Fig. 1: placed standard cells
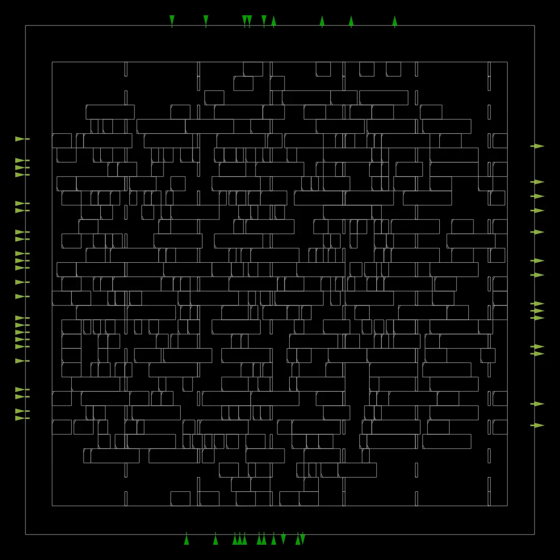
Fig. 2: cells coloured by class
Fill, decap, tap and diode cells in grey.
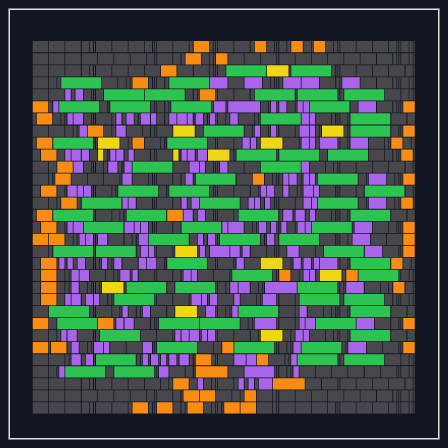
Fig. 3: wires at chosen ports, followed through buffers
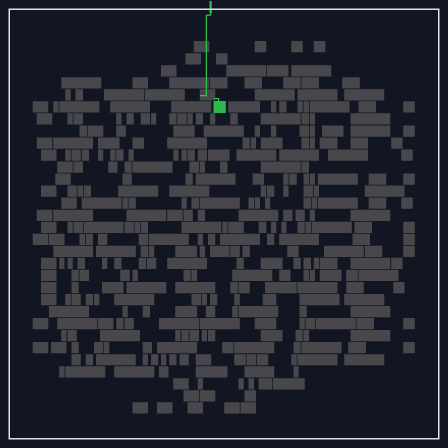
Fig. 4: metal 2
Cells faint in the background.
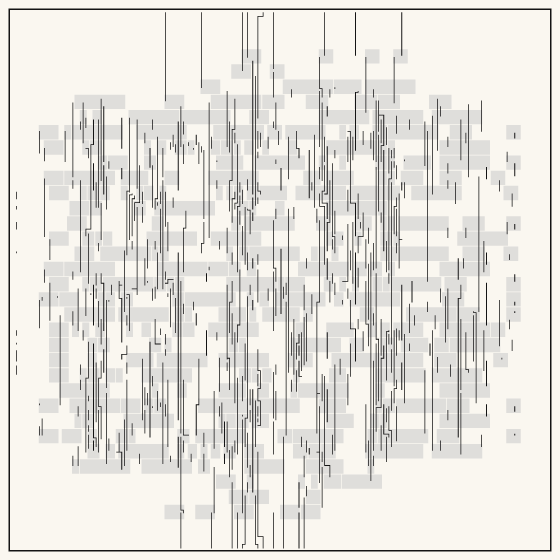
Design serial_adder_flat, sky130hd; sources not shown.
==> reports/metrics.yaml <==
worst_setup_path:
  cpMaxStageDelayCell: "dfrtp_1"
  reg2reg_depth: 4
  crit_arrival_ps: 1920
synthesis:
  syn_avg_cell_area_um2: 10.5
  ys_ff: 72
  top_cells_by_area: "dfrtp_1, o22ai_1, nand2_1"
  synth_top_cell_by_count: "dfrtp_1"
  top_area_share_pct: 59.9
  yosys_warnings: 0
sta:
  hold_violations: 0
  drv_slew: 0
  finalClockPeriodUsage_pct: 65.3
  timing.fmax_mhz: 589
  worstMarginPinSlew_ps: 644
run:
  warnings: 25
cts:
  cts_sinks: 72
  cts.htree.levels: 3
placed_design:
  dp_slack_ps: 802
grt:
  grt_overflow: 0
  grt_pass1_wl_um: 10400
power_and_ir_drop:
  power_frac_clock_pct: 14.2
drt:
  drc: 0
  dr.pass1.iters: 5
min_path:
  hold_path_class: "input port to asynchronous set/reset pin"
outcome:
  status: "finished, final reports clean"
About Fig. 1:
Tap Cells: 99
non-filler cells, final: 441
Layout fillers: 714
core box area: 7290 um2

About Fig. 2:
legend:
  orange:
    class: other buffers and delay cells
    cells: 62
  green:
    class: flops
    cells: 72
  purple:
    class: combinational and other logic
    cells: 194
  yellow:
    class: clock drivers and dummy loads
    cells: 14
num rows: 31
Final Util: 52.0%
sequential share of cell area: 47.5%

About Fig. 3:
legend:
  green:
    port: bus_cin
    bits: 1
    direction: input
    edge: top
    end_cells: 1
    buffers: 1
    wire: 24.4 um
IO Pins: 57
PortBufs: 56

About Fig. 4:
share of all routed wire: 50%
main direction: vertical
nets with wire on the layer: 312
met2 GRT Util: 21.9%
Vias: 2,308
DRT Wirelength: 6160 um

==> layout by cell type, fill, tap and decap left out, drive strengths merged, types with 2 or more instances in the layout <==
cell and count:
o21ai 3, nand4 2, nor4 4, buf 26, clkdlybuf4s50 36, nand3 22
nor3 30, nor2 32, nor2b 2, inv 2, nand2 40, mux2 17
dfrtp 72, clkbuf 14, o22ai 30
==> power groups by stage <==
stage               clock network (mW)  registers [mW]  logic (mW)
global placement                     0            2.02        2.68
global route                     0.858            2.08        2.91
floorplan                            0            2.83        1.22
finish                           0.776            2.01        2.69
CTS                              0.806            2.02        2.73
detailed placement                   0            2.03        2.73
==> cell type report <==
cell class	instances	area share [%]
flip-flops and latches	72	47.5
clock buffers	14	4.55
inverters	2	0.198
well taps	99	3.27
multi-input cells	192	29.2
repair buffers	62	15.3
==> metrics by stage <==
step                      instances  hold WS, ps
after floorplan                 266          365
after global placement          427          464
after detailed placement        427          470
after CTS                       441          328
after global routing            441          355
final                           441          314
==> critical path, delay by kind of cell (launching register included) <==
| kind | cells | cell delay [ps] |
|---|---|---|
| adder cells (fa/ha/maj) | 1 | 190 |
| multiplexers | 1 | 380 |
| flip-flops | 1 | 400 |
| AND/OR/NAND/NOR | 2 | 610 |
==> routing by layer <==
metal	wire, um	up-vias	part of all wire, %	global-route usage, %
li1	-	1112	-	-
met2	3060	67	50	21.9
met5	0	-	0	0
met3	408	7	6.6	5.61
met1	2640	1122	43	16.3
met4	55	0	0.89	2.92
==> kinds of logic (layout without fill, tap and decap cells) <==
group                      Yosys count  after routing  synth area share, %
and+or+nand+nor                    136            136                 21.0
AOI/OAI and AO/OA                   36             36                 7.49
buffers and inverters               23             78                 3.79
DFF                                 72             72                 59.9
adders and majority gates            2              2                 1.08
muxes                               18             18                 6.70
Power is estimated from default activity; no workload was simulated.
